Fig. 1: run 1, the metal 3 layer
Scale bar: 20 um.
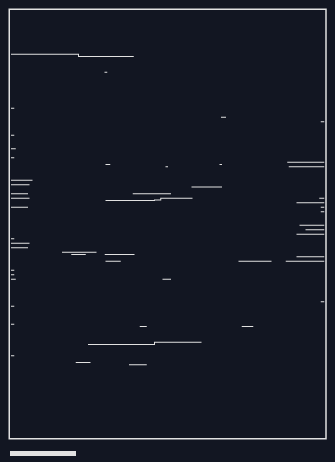
Fig. 2: run 1, cells colored by class
Fill, decap, tap and diode cells in gray.
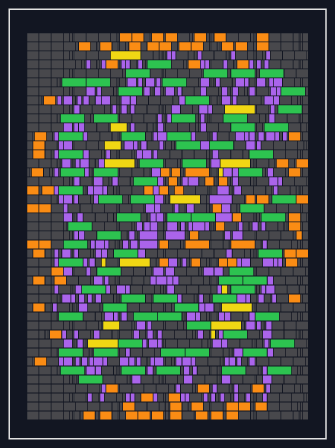
Fig. 3: run 1, cell outlines without signal wires
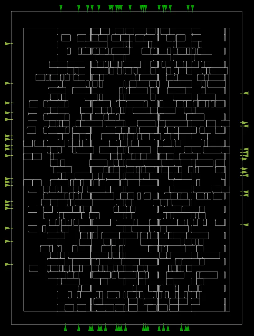
Fig. 4: run 1, nets reached from selected ports
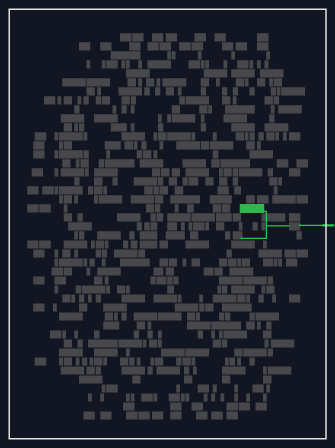
`src/rtl/comp_sign_lt_serial_if.sv`:
```
// Operand and result handshake bundle for the bit-serial signed less-than unit.
// The requester drives operands and result acceptance; the comparator drives
// the ready/valid/result/busy status.
interface comp_sign_lt_serial_if #(
  parameter int WIDTH = 32
);
  logic             start_valid;
  logic             start_ready;
  logic [WIDTH-1:0] a;
  logic [WIDTH-1:0] b;
  logic             res_valid;
  logic             res_ready;
  logic             res_lt;
  logic             busy;

  modport master (
    output start_valid,
    output a,
    output b,
    output res_ready,
    input  start_ready,
    input  res_valid,
    input  res_lt,
    input  busy
  );

  modport slave (
    input  start_valid,
    input  a,
    input  b,
    input  res_ready,
    output start_ready,
    output res_valid,
    output res_lt,
    output busy
  );
endinterface

```
`src/rtl/comp_sign_lt_serial.sv`:
```
// Bit-serial two's-complement less-than comparator.
// Operands are walked LSB first, one bit per clock. The decision flag keeps the
// verdict of the most significant differing bit seen so far, so the last
// differing bit wins. At the sign position the sense of the decision inverts:
// a 1 in a there means a is negative while b is not.
module comp_sign_lt_serial #(
  parameter int WIDTH = 32
) (
  input  logic                  clk,
  input  logic                  rst,
  comp_sign_lt_serial_if.slave  bus
);

  localparam int CW = (WIDTH > 2) ? $clog2(WIDTH) : 1;
  localparam logic [CW-1:0] LAST_IDX = CW'(WIDTH - 1);

  typedef enum logic [1:0] {
    S_IDLE = 2'd0,
    S_RUN  = 2'd1,
    S_DONE = 2'd2
  } state_t;

  state_t           r_state;
  logic [WIDTH-1:0] r_sa;
  logic [WIDTH-1:0] r_sb;
  logic [CW-1:0]    r_cnt;
  logic             r_lt;
  logic             r_start_ready;
  logic             r_res_valid;
  logic             r_res_lt;
  logic             r_busy;

  logic w_ai;
  logic w_bi;
  logic w_last;
  logic w_lt_step;

  // Per-bit decision: equal bits keep the verdict, a differing magnitude bit
  // takes b's bit, a differing sign bit takes a's bit.
  always_comb begin
    w_ai      = r_sa[0];
    w_bi      = r_sb[0];
    w_last    = (r_cnt == LAST_IDX);
    w_lt_step = r_lt;
    if (w_ai ^ w_bi) begin
      w_lt_step = w_last ? w_ai : w_bi;
    end
  end

  // Control FSM and datapath; handshake outputs are registered alongside the
  // state so no input reaches an output combinationally.
  always_ff @(posedge clk) begin
    if (rst) begin
      r_state       <= S_IDLE;
      r_sa          <= '0;
      r_sb          <= '0;
      r_cnt         <= '0;
      r_lt          <= 1'b0;
      r_start_ready <= 1'b1;
      r_res_valid   <= 1'b0;
      r_res_lt      <= 1'b0;
      r_busy        <= 1'b0;
    end else begin
      case (r_state)
        S_IDLE: begin
          if (bus.start_valid) begin
            r_sa          <= bus.a;
            r_sb          <= bus.b;
            r_cnt         <= '0;
            r_lt          <= 1'b0;
            r_state       <= S_RUN;
            r_start_ready <= 1'b0;
            r_busy        <= 1'b1;
          end
        end
        S_RUN: begin
          r_lt <= w_lt_step;
          r_sa <= r_sa >> 1;
          r_sb <= r_sb >> 1;
          if (w_last) begin
            // Counter parks on the last index so it can never wrap back.
            r_state     <= S_DONE;
            r_res_valid <= 1'b1;
            r_res_lt    <= w_lt_step;
          end else begin
            r_cnt <= r_cnt + 1'b1;
          end
        end
        S_DONE: begin
          if (bus.res_ready) begin
            r_state       <= S_IDLE;
            r_res_valid   <= 1'b0;
            r_res_lt      <= 1'b0;
            r_busy        <= 1'b0;
            r_start_ready <= 1'b1;
          end
        end
        default: begin
          r_state       <= S_IDLE;
          r_res_valid   <= 1'b0;
          r_res_lt      <= 1'b0;
          r_busy        <= 1'b0;
          r_start_ready <= 1'b1;
        end
      endcase
    end
  end

  assign bus.start_ready = r_start_ready;
  assign bus.res_valid   = r_res_valid;
  assign bus.res_lt      = r_res_lt;
  assign bus.busy        = r_busy;

endmodule

```
`src/flat_wrapper.sv`:
```
// flat-port wrapper written by rule: the top's interface ports become plain ports
module comp_sign_lt_serial_flat 
#(
  parameter int WIDTH = 32
)
  (clk, rst, bus_start_valid, bus_a, bus_b, bus_res_ready, bus_start_ready, bus_res_valid, bus_res_lt, bus_busy);
  comp_sign_lt_serial_if #(.WIDTH(WIDTH)) bus_i ();
  input  logic clk;
  input  logic rst;
  input wire logic [$bits(bus_i.start_valid)-1:0] bus_start_valid;
  input wire logic [$bits(bus_i.a)-1:0] bus_a;
  input wire logic [$bits(bus_i.b)-1:0] bus_b;
  input wire logic [$bits(bus_i.res_ready)-1:0] bus_res_ready;
  output wire logic [$bits(bus_i.start_ready)-1:0] bus_start_ready;
  output wire logic [$bits(bus_i.res_valid)-1:0] bus_res_valid;
  output wire logic [$bits(bus_i.res_lt)-1:0] bus_res_lt;
  output wire logic [$bits(bus_i.busy)-1:0] bus_busy;
  assign bus_i.start_valid = bus_start_valid;
  assign bus_i.a = bus_a;
  assign bus_i.b = bus_b;
  assign bus_i.res_ready = bus_res_ready;
  assign bus_start_ready = bus_i.start_ready;
  assign bus_res_valid = bus_i.res_valid;
  assign bus_res_lt = bus_i.res_lt;
  assign bus_busy = bus_i.busy;
  comp_sign_lt_serial #(.WIDTH(WIDTH)) u_core (.clk(clk), .rst(rst), .bus(bus_i));
endmodule
```
`config.mk`:
```
export PLATFORM = sky130hd
export DESIGN_NAME = comp_sign_lt_serial_flat
export DESIGN_NICKNAME = d
export VERILOG_FILES = /design/src/rtl/comp_sign_lt_serial_if.sv /design/src/rtl/comp_sign_lt_serial.sv /design/src/flat_wrapper.sv
export SDC_FILE = /design/constraint.sdc
export NUM_CORES = 1
export LEC_CHECK = 0
export CELL_PAD_IN_SITES_DETAIL_PLACEMENT = 0
export CELL_PAD_IN_SITES_GLOBAL_PLACEMENT = 1
export CORE_ASPECT_RATIO = 1.4
export CORE_MARGIN = 5
export CORE_UTILIZATION = 33
export CTS_CLUSTER_SIZE = 24
export DETAILED_ROUTE_END_ITERATION = 10
export HOLD_SLACK_MARGIN = 0.06
export PLACE_DENSITY_LB_ADDON = 0.2
export SYNTH_ARGS = -nofsm -noshare
export SYNTH_HDL_FRONTEND = slang
export SYNTH_SLANG_ARGS = --single-unit
```
`constraint.sdc`:
```
create_clock -name clk -period 1.9 [get_ports clk]
set_clock_uncertainty 0.15 [all_clocks]
set_input_delay 0.38 -clock clk [delete_from_list [all_inputs] [get_ports clk]]
set_output_delay 0.38 -clock clk [all_outputs]
set_load 0.01 [all_outputs]
```
==> run summary, run 1 <==
unrepaired setup endpoints after global routing: false
Hold Worst Slack: 0.197 ns
clk ins delay skew pair: 0.33 ns
Post-synth ARST share: 0
CP endpoint kind: flip-flop
Synth logic family: AND-OR/OR-AND gates
Slew headroom: 0.760
Hold Crit Class: input port to flip-flop
Commonest flop: dfxtp_1
crit path DRT: 2.01 ns
Max VDD drop: 0.379 mV
Complex Gates by Area: 0.278
status: finished clean
clock share of power: 0.403
YS warnings: 0
Starting DRT DRC Count: 173
Filler Cell Count: 1019
Multiplexer share: 0.00298
Layout Nets: 552
sequential power share: 0.449
yosys stat area: 0.00336 sq mm
GRT Residual Overflow: 0
Post-Synth Adder-Cell Area: 0.00745
Pint: 3.01 mW
max_cap viols: 0
Synth Seq Share: 0.453
Die H: 129 um
EDFF count, synth: 0
fin. max-slew vios: 0
drt wl/cell: 13.5 um
tool warnings: 26
fp util: 0.337
n_diodes: 0
Final Hold Fails: 0
H-tree depth: 3
number of global-route vias before repair: 3010
largest net degree at the start of global routing: 35
number of vias per cell: 4.97
Netlist Area Pre-Place: 0.00336 sq mm
Post-DP HPWL: 5.76 mm
most frequent cells in the layout: dfxtp_1, nor2_1, clkdlybuf4s50_1
Vias: 3090
DIE WIDTH: 95.2 um
initial antenna violation count: 0
final WL: 8.40 mm
Pre-antenna DRT Iters: 4
About Fig. 1:
share of all routed wire = 3.5%
wire length on this layer = 295 um

About Fig. 2:
yellow -> clock drivers and dummy loads  # cells 16, share of their area 6.5%
orange -> remaining buffers and delay cells  # cells 92, share of their area 21%
purple -> remaining logic cells  # cells 303, share of their area 37%
green -> registers  # cells 76, share of their area 35%

About Fig. 3:
# rows: 43
core area: 0.00995 sq mm

About Fig. 4:
green -> bus_res_valid  # bits 1, direction output, edge right, end cells 1, buffers 1, wire 31.2 um
io pins: 72
PortBufs: 71

run 1: cells in the mapped netlist, types with 2 or more instances:
cell type | number | area share
or4_1 | 2 | 0.0045
buf_6 | 8 | 0.027
buf_2 | 5 | 0.0075
a21oi_1 | 68 | 0.10
ha_1 | 2 | 0.0075
nor3_1 | 2 | 0.0030
nand3_1 | 2 | 0.0030
buf_4 | 6 | 0.013
a22oi_1 | 2 | 0.0045
a211oi_1 | 61 | 0.14
nand2b_1 | 2 | 0.0037
dfxtp_1 | 76 | 0.45
o21ai_0 | 5 | 0.0075
nor2_1 | 70 | 0.078
nand2_1 | 65 | 0.073
clkbuf_1 | 20 | 0.022
nor2b_1 | 2 | 0.0037
nor3b_1 | 2 | 0.0045
nand4_1 | 2 | 0.0037
run 1: logic make-up after synthesis:
logic type / count (synthesis)
simple gates: 153
compound gates: 146
flops: 76
buf+inv: 39
fa+ha+maj: 2
xor+xnor: 1
mux: 1
run 1: per-layer routing:
| layer | up-vias | track usage | part of all wire |
|---|---|---|---|
| met5 | - | 0 | 0 |
| met4 | 0 | 0.0629 | 0.021 |
| met3 | 12 | 0.0314 | 0.035 |
| met2 | 60 | 0.229 | 0.47 |
| met1 | 1422 | 0.187 | 0.47 |
| li1 | 1596 | - | - |
run 1: final timing paths:
kind                      to  cells after the start  slack [ns]            start
min          u_core.bus.busy                      2        0.20              rst
max reg2reg  u_core.r_cnt[3]                      6        0.08  u_core.r_cnt[0]
max          u_core.r_cnt[3]                      6        0.08  u_core.r_cnt[0]
min reg2reg  u_core.r_cnt[4]                      2        0.34  u_core.r_cnt[4]
run 1: worst max-delay path, cell delays in order, from the launching register on:
cell and delay, ns:
dfxtp_1 0.33, ha_2 0.18, and3_1 0.18, ha_2 0.17, and2_1 0.19, or4_1 0.40
a21oi_1 0.14
run 1: registers in the layout, indices dropped and copies added, names as in the netlist:
signal / flops
u_core.bus.busy: 1
u_core.bus.res_lt: 1
u_core.bus.res_valid: 1
u_core.bus.start_ready: 1
u_core.r_cnt: 5
u_core.r_lt: 1
u_core.r_sa: 32
u_core.r_sb: 32
u_core.r_state: 2
run 1: power by group through the flow:
stage,combinational (mW),sequential (mW),clock (mW)
2_1_floorplan,0.366,1.81,0
3_3_place_gp,0.594,1.82,0
3_5_place_dp,0.600,1.82,0
4_1_cts,0.603,1.79,1.65
5_1_grt,0.663,1.81,1.72
6_report,0.590,1.79,1.61
run 1: cell type report:
class / count / share of cell area
timing repair buffer: 92 / 0.200
clock inverter: 1 / 0.00111
clock buffer: 15 / 0.0618
multi-input combinational: 303 / 0.361
sequential: 76 / 0.338
tap: 135 / 0.0376
run 1: per-stage QoR:
stage	cell area [sq um]	setup WS (ns)	power (mW)	std cells
6_report	4500	0.0839	3.99	622
3_3_place_gp	4210	-0.0436	2.42	606
3_5_place_dp	4210	-0.0752	2.42	606
4_1_cts	4490	0.0862	4.04	622
2_1_floorplan	3360	0.0645	2.17	418
5_1_grt	4500	0.0180	4.19	622
run 1: what timing repair did:
action	in CTS	in global routing
hold buffers	0	0
resized	0	1
endpoints found under the setup margin	0	1
Fig. 5: run 1, signal wires on met2
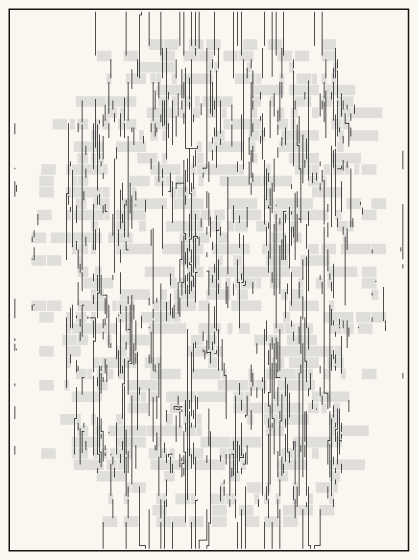

==> inputs of run 2 (changes only) <==
--- a/config.mk
+++ b/config.mk
@@ -12,8 +12,10 @@
 export CORE_UTILIZATION = 33
 export CTS_CLUSTER_SIZE = 24
 export DETAILED_ROUTE_END_ITERATION = 10
+export GPL_TIMING_DRIVEN = 0
 export HOLD_SLACK_MARGIN = 0.06
 export PLACE_DENSITY_LB_ADDON = 0.2
+export SLEW_MARGIN = 0
 export SYNTH_ARGS = -nofsm -noshare
 export SYNTH_HDL_FRONTEND = slang
 export SYNTH_SLANG_ARGS = --single-unit
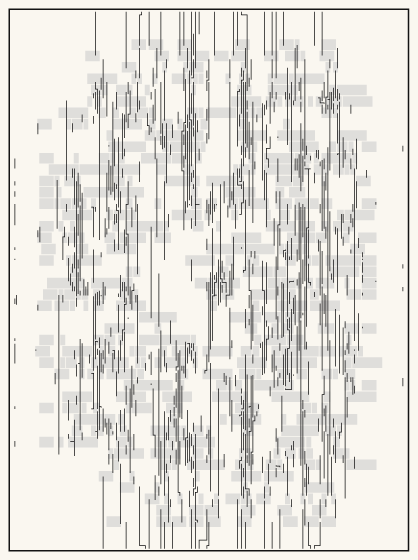
Fig. 6. Signal wires on met2 (run 2).
share of all routed wire = 48%
longest straight run = 48.6 um
wire length on this layer = 4270 um
nets with wire on the layer = 458
Vias: 3142
met2 Resource Use GR: 0.246
final WL: 8.82 mm

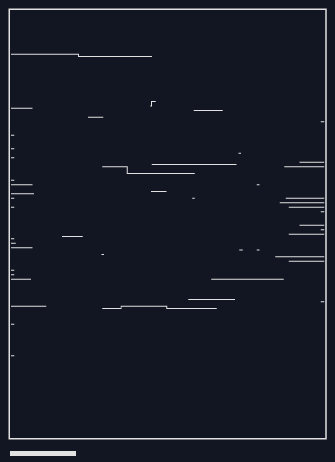
Fig. 7. The metal 3 layer (run 2).
Scale bar: 20 um.
main direction = horizontal
nets with wire on the layer = 40
share of all routed wire = 3.9%
longest straight run = 25.3 um
met3 global-route usage: 0.0372

==> run summary, run 2 <==
status: finished clean (unchanged)
Setup WS post-layout: 0.0935 ns (was 0.0839 ns)
critical path class: flip-flop to flip-flop (unchanged)
crit path DRT: 2.01 ns (about the same)
Max Freq: 554 MHz (was 551 MHz)
Max VDD drop: 0.431 mV (was 0.379 mV)
unrepaired setup endpoints after global routing: false (unchanged)
family with the most delay on the worst path: simple AND/OR/NAND/NOR gates (unchanged)
Cells after Synth: 418 (unchanged)
Chip Area: 0.0123 sq mm (unchanged)
CP max stage cell: or4_4 (was or4_1)
syn nets: 488 (unchanged)
largest net degree at the start of global routing: 12 (was 35)
DP Worst Slack: -0.359 ns (was -0.0752 ns)
H-tree depth: 3 (unchanged)
Pre-antenna DRT Iters: 5 (was 4)
Synth Seq Share: 0.453 (unchanged)
fp util: 0.337 (unchanged)
gr usage total: 0.151 (was 0.144)
crit path from: u_core.r_cnt[0] (unchanged)
Slowest Stage Delay on Critical Path: 0.42 ns (was 0.40 ns)
Complex Gates by Area: 0.278 (unchanged)
global-route wire length before repair: 14.6 mm (was 14.1 mm)
Synth logic family: AND-OR/OR-AND gates (unchanged)
Commonest flop: dfxtp_1 (unchanged)
most numerous logic cell after layout: dfxtp_1 (unchanged)
PortBufs: 71 (unchanged)
max_cap viols: 0 (unchanged)
Total Power: 4.13 mW (was 3.99 mW)
Synth flops: 76 (unchanged)
count of cell types in the netlist: 35 (unchanged)
Die H: 129 um (unchanged)
yosys stat area: 0.00336 sq mm (unchanged)
core area: 0.00995 sq mm (unchanged)
Hold Startpoint: u_core.r_cnt[3] (was rst)
YS warnings: 0 (unchanged)
GRT Residual Overflow: 0 (unchanged)
largest cells by area after synthesis: dfxtp_1, a211oi_1, a21oi_1, nor2_1, nand2_1 (unchanged)
Starting DRT DRC Count: 119 (was 173)
Final Hold Fails: 0 (unchanged)
Critical Path, Cell by Cell: ha_2 > and3_4 > ha_4 > and2_4 > or4_4 > a21oi_2 (was ha_2 > and3_1 > ha_2 > and2_1 > or4_1 > a21oi_1)
clk ins delay skew pair: 0.33 ns (about the same)
Hold Crit Class: flip-flop to flip-flop (was input port to flip-flop)
n_diodes: 0 (unchanged)
share of layout cells above drive strength 1: 0.0954 (was 0.0903)
drt wl/cell: 13.8 um (was 13.5 um)
number of vias per cell: 4.92 (was 4.97)
fin. max-slew vios: 0 (unchanged)
most frequent cells after synthesis: dfxtp_1, nor2_1, a21oi_1 (unchanged)
Buf/Inv on CP: 0 (unchanged)
register area: 0.00152 sq mm (about the same)
io pins: 72 (unchanged)
Hold Worst Slack: 0.338 ns (was 0.197 ns)
Synth Area per Inst: 8.03 sq um (unchanged)
Area leader share: 0.453 (unchanged)
clk slew on worst S/H paths: 0.05 ns (was 0.06 ns)
Post-Synth Adder-Cell Area: 0.00745 (unchanged)
Syn-to-layout area delta: 36.5% (was 33.9%)
RR Startpoint: u_core.r_cnt[0] (unchanged)
most frequent cells in the layout: dfxtp_1, nor2_1, clkdlybuf4s50_1 (unchanged)
slew of the pin with the lowest slew margin: 0.504 ns (was 0.360 ns)
Post-synth ARST share: 0 (unchanged)
number of global-route vias before repair: 3076 (was 3010)
EDFF count, synth: 0 (unchanged)
CP arrival: 1.91 ns (was 1.92 ns)
number of remaining DRC errors: 0 (unchanged)
# rows: 43 (unchanged)
Filler Cell Count: 1010 (was 1019)
Post-DP HPWL: 6.38 mm (was 5.76 mm)
largest area contributor in the netlist: dfxtp_1 (unchanged)
Largest regs: u_core.r_sa: 32 flops, u_core.r_sb: 32 flops, u_core.r_cnt: 5 flops (unchanged)
Layout Nets: 569 (was 552)
most numerous cell in the Yosys netlist: dfxtp_1 (unchanged)
CP endpoint kind: flip-flop (unchanged)
Logic area: 0.00163 sq mm (was 0.00162 sq mm)
Slew headroom: 0.664 (was 0.760)
tool warnings: 26 (unchanged)
fin crit period: 1.81 ns (was 1.82 ns)
Multiplexer share: 0.00298 (unchanged)
Yosys Instances: 418 (unchanged)
clock root buffer: clkbuf_16 (unchanged)
initial antenna violation count: 0 (unchanged)
DIE WIDTH: 95.2 um (unchanged)
Cell Pwr Density: 902 mW/mm^2 (was 888 mW/mm^2)
Netlist Area Pre-Place: 0.00336 sq mm (unchanged)
Simple Share, Synth: 0.186 (unchanged)
==> run 2: cell counts after synthesis <==
No cell type changed its count.
==> run 2: per-layer routing <==
metal,up-vias,share of wire,track usage
met3,13,0.039,0.0372
li1,1635,-,-
met5,-,0,0
met4,0,0.017,0.0510
met1,1438,0.46,0.193
met2,56,0.48,0.246
==> run 2: layout make-up <==
| type | instances | share of cell area |
|---|---|---|
| plain buffers | 38 | 0.0530 |
| flip-flops and latches | 76 | 0.332 |
| clock inverters | 1 | 0.00655 |
| clock buffers | 14 | 0.0598 |
| multi-input cells | 303 | 0.356 |
| well taps | 135 | 0.0369 |
| repair buffers | 71 | 0.156 |
==> run 2: cell families after synthesis <==
| family | after synthesis |
|---|---|
| AND-OR/OR-AND | 146 |
| XOR/XNOR | 1 |
| adder cells (fa/ha/maj) | 2 |
| buffers and inverters | 39 |
| flip-flops | 76 |
| multiplexers | 1 |
| AND/OR/NAND/NOR | 153 |
==> run 2: timing repair <==
| action | in CTS | in global routing |
|---|---|---|
| resized | 3 | 16 |
| endpoints found under the setup margin | 5 | 25 |
| hold buffers | 0 | 0 |
==> run 2: worst paths after layout <==
| path | endpoint | slack, ns | cells past startpoint |
|---|---|---|---|
| min | u_core.r_cnt[3] | 0.34 | 2 |
| min reg2reg | u_core.r_cnt[3] | 0.34 | 2 |
| max reg2reg | u_core.r_cnt[0] | 0.09 | 6 |
| max | u_core.r_cnt[0] | 0.09 | 6 |
==> run 2: stage by stage <==
stage          instance area, sq um  instances  utilization
3_5_place_dp                   4240        624        0.426
2_1_floorplan                  3360        418            -
4_1_cts                        4550        638        0.457
3_3_place_gp                   4240        624        0.426
6_report                       4580        638        0.460
5_1_grt                        4580        638        0.460
==> run 2: power by group <==
group / internal [mW] / switching (mW) / total, mW / leakage [nW]
Clock: 1.12 / 0.614 / 1.73 / 0.149
Combinational: 0.308 / 0.304 / 0.612 / 1.03
Sequential: 1.72 / 0.0678 / 1.79 / 0.630
==> run 2: worst reg2reg max path, stage by stage (launching register included) <==
cell and delay, ns:
dfxtp_2 0.33, ha_2 0.18, and3_4 0.18, ha_4 0.17
and2_4 0.19, or4_4 0.42, a21oi_2 0.12
No activity file was given, so power comes from the tool's default toggle rates.
